**src/rtl/totient_seq_ctrl.sv**
```systemverilog
// Euler-totient sweep sequencer: iterates n over 1..N_MAX, computes phi(n)
// by counting k with gcd(k,n)==1 (subtractive Euclid) and drives the hex
// digit of the result onto active-high ABCDEFG segment pins.
module totient_seq_ctrl #(
  parameter int unsigned N_MAX = 16,
  parameter int unsigned DWELL = 4,
  parameter int unsigned NW    = 5
) (
  input  logic          clk_0,
  input  logic          R,
  input  logic          run,
  input  logic          step,
  output logic [NW-1:0] n_out,
  output logic [3:0]    phi_out,
  output logic          valid,
  output logic          seq_end,
  output logic          A,
  output logic          B,
  output logic          C,
  output logic          D,
  output logic          E,
  output logic          F,
  output logic          G
);

  localparam int unsigned DW = $clog2(DWELL + 1);

  typedef enum logic [1:0] {LOAD, GCD, NEXT_K, SHOW} state_t;

  state_t          state_q, state_d;
  logic [NW-1:0]   n_q, n_d, k_q, k_d, a_q, a_d, b_q, b_d;
  logic [3:0]      count_q, count_d, phi_q, phi_d;
  logic [DW-1:0]   dwell_q, dwell_d;
  logic [6:0]      seg_q, seg_d;
  logic            valid_q, valid_d, seq_end_q, seq_end_d;
  logic            advance;

  // Hex digit to ABCDEFG pattern (bit 6 = segment A)
  function automatic logic [6:0] seg_decode(input logic [3:0] h);
    case (h)
      4'h0: seg_decode = 7'b1111110;
      4'h1: seg_decode = 7'b0110000;
      4'h2: seg_decode = 7'b1101101;
      4'h3: seg_decode = 7'b1111001;
      4'h4: seg_decode = 7'b0110011;
      4'h5: seg_decode = 7'b1011011;
      4'h6: seg_decode = 7'b1011111;
      4'h7: seg_decode = 7'b1110000;
      4'h8: seg_decode = 7'b1111111;
      4'h9: seg_decode = 7'b1111011;
      4'hA: seg_decode = 7'b1110111;
      4'hB: seg_decode = 7'b0011111;
      4'hC: seg_decode = 7'b1001110;
      4'hD: seg_decode = 7'b0111101;
      4'hE: seg_decode = 7'b1001111;
      default: seg_decode = 7'b1000111;
    endcase
  endfunction

  // Next-state and datapath update for the LOAD/GCD/NEXT_K/SHOW loop
  always_comb begin
    state_d   = state_q;
    n_d       = n_q;
    k_d       = k_q;
    a_d       = a_q;
    b_d       = b_q;
    count_d   = count_q;
    phi_d     = phi_q;
    dwell_d   = dwell_q;
    seg_d     = seg_q;
    valid_d   = valid_q;
    seq_end_d = 1'b0;
    advance   = 1'b0;
    case (state_q)
      LOAD: begin
        a_d     = k_q;
        b_d     = n_q;
        state_d = GCD;
      end
      GCD: begin
        if (a_q == b_q) begin
          if (a_q == NW'(1)) count_d = count_q + 4'd1;
          state_d = NEXT_K;
        end else if (a_q > b_q) begin
          a_d = a_q - b_q;
        end else begin
          b_d = b_q - a_q;
        end
      end
      NEXT_K: begin
        if (k_q == n_q) begin
          phi_d   = count_q;
          seg_d   = seg_decode(count_q);
          valid_d = 1'b1;
          dwell_d = '0;
          state_d = SHOW;
        end else begin
          k_d     = k_q + NW'(1);
          state_d = LOAD;
        end
      end
      SHOW: begin
        // run dominates step; with run low the dwell timer is held cleared
        if (run) begin
          if (dwell_q == DW'(DWELL - 1)) advance = 1'b1;
          else dwell_d = dwell_q + DW'(1);
        end else begin
          dwell_d = '0;
          advance = step;
        end
        if (advance) begin
          n_d       = (n_q == NW'(N_MAX)) ? NW'(1) : n_q + NW'(1);
          seq_end_d = (n_q == NW'(N_MAX));
          valid_d   = 1'b0;
          k_d       = NW'(1);
          count_d   = '0;
          state_d   = LOAD;
        end
      end
      default: state_d = LOAD;
    endcase
  end

  // State and datapath registers with synchronous active-low reset
  always_ff @(posedge clk_0) begin
    if (!R) begin
      state_q   <= LOAD;
      n_q       <= NW'(1);
      k_q       <= NW'(1);
      a_q       <= NW'(1);
      b_q       <= NW'(1);
      count_q   <= '0;
      phi_q     <= 4'd1;
      dwell_q   <= '0;
      seg_q     <= 7'b0110000;
      valid_q   <= 1'b0;
      seq_end_q <= 1'b0;
    end else begin
      state_q   <= state_d;
      n_q       <= n_d;
      k_q       <= k_d;
      a_q       <= a_d;
      b_q       <= b_d;
      count_q   <= count_d;
      phi_q     <= phi_d;
      dwell_q   <= dwell_d;
      seg_q     <= seg_d;
      valid_q   <= valid_d;
      seq_end_q <= seq_end_d;
    end
  end

  assign n_out   = n_q;
  assign phi_out = phi_q;
  assign valid   = valid_q;
  assign seq_end = seq_end_q;
  assign {A, B, C, D, E, F, G} = seg_q;

endmodule

```
**config.mk**
```make
export PLATFORM = sky130hd
export DESIGN_NAME = totient_seq_ctrl
export DESIGN_NICKNAME = d
export VERILOG_FILES = /design/src/rtl/totient_seq_ctrl.sv
export SDC_FILE = /design/constraint.sdc
export NUM_CORES = 1
export LEC_CHECK = 0
export CAP_MARGIN = 20
export CORE_MARGIN = 2
export CORE_UTILIZATION = 52
export CTS_BUF_LIST = sky130_fd_sc_hd__clkbuf_4
export CTS_CLUSTER_SIZE = 20
export DETAILED_ROUTE_END_ITERATION = 10
export PLACE_DENSITY = 0.75
export SLEW_MARGIN = 20
export SYNTH_ARGS = -nofsm -noshare
export SYNTH_HDL_FRONTEND = slang
export SYNTH_SLANG_ARGS = --single-unit
```
**constraint.sdc**
```tcl
create_clock -name clk_0 -period 2.1 [get_ports clk_0]
set_input_delay 0.21 -clock clk_0 [delete_from_list [all_inputs] [get_ports clk_0]]
set_output_delay 0.21 -clock clk_0 [all_outputs]
set_load 0.02 [all_outputs]
```
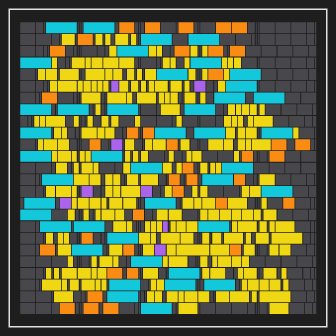
(images/class_map.png)
Fill, decap, tap and diode cells in grey.
- clock drivers and dummy loads: purple (cells 8)
- remaining buffers and delay cells: orange (cells 38)
- registers: cyan (cells 42)
- remaining logic cells: yellow (cells 250)
Seq area share: 28.9%
core area: 4690 um^2

==> flow_summary_export.csv <==
group,metric,value,unit
run_status,status,"finished, final reports clean",
synth,yosysMostFrequentCell,"dfxtp_1",
power,clkPwrFrac,10.9,%
job,warnings,38,
power,switching_share,44.6,%
worst_hold_path,holdCritPathClass,"reg2reg",
worst_setup_path,r2r_setup_slack,0.18,ns
synth,top_area_cell,"dfxtp_1",
sta,rsz0062_at_grt,"no",
global_route,antenna_found_initial,0,
synth,mux_share,3.19,%
sta,min_period_over_period,91.4,%
cells_and_area,sh_comb_area,51.9,%
drt,wl_met1,2.76,mm
clock_network,cts-root-buf,"clkbuf_4",
cells_and_area,final_cell_mix,"42 x dfxtp_1, 39 x nand2_1, 25 x inv_1, 25 x nor2_1, 23 x a21oi_1",
worst_setup_path,crit_type,"reg2reg",
synth,yosys.area_share.xor_xnor,5.93,%
worst_setup_path,arrival,2.15,ns
drt,ant_nets,0,
worst_setup_path,r2r_cells,6,
place,dpl.cell_count,383,
synth,ys.flops,42,
sta,max_freq,521,MHz
cells_and_area,final_core_util,61.9,%
worst_hold_path,hold_start,"seg_q[6]",
power,combinationalPowerShare,59.4,%
cells_and_area,logic_area,1510,um^2
clock_network,cts.sinks,42,
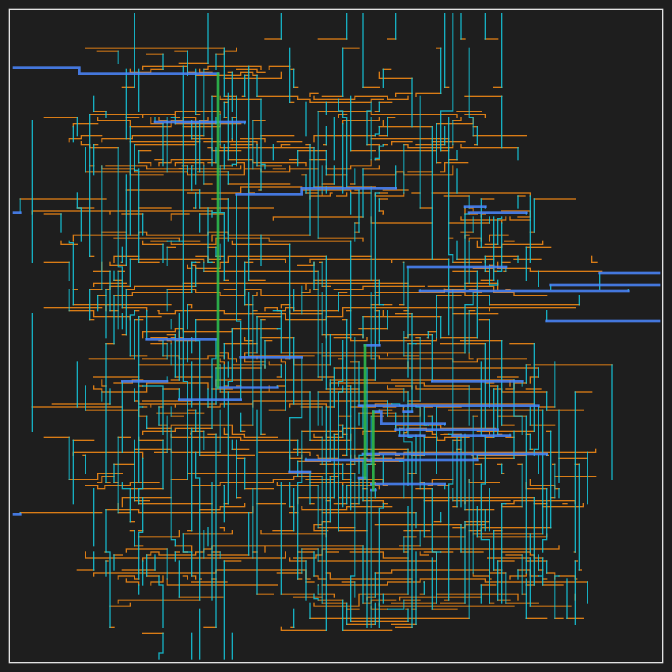
(images/layers.png)
- M3: blue (wire length 276 um)
- M1: orange (wire length 2760 um)
- M4: green (wire length 59.2 um)
- M2: cyan (wire length 2500 um)
DRT Wirelength: 5.59 mm
WL per Instance: 14.3 um

No activity file was given, so power comes from the tool's default toggle rates.
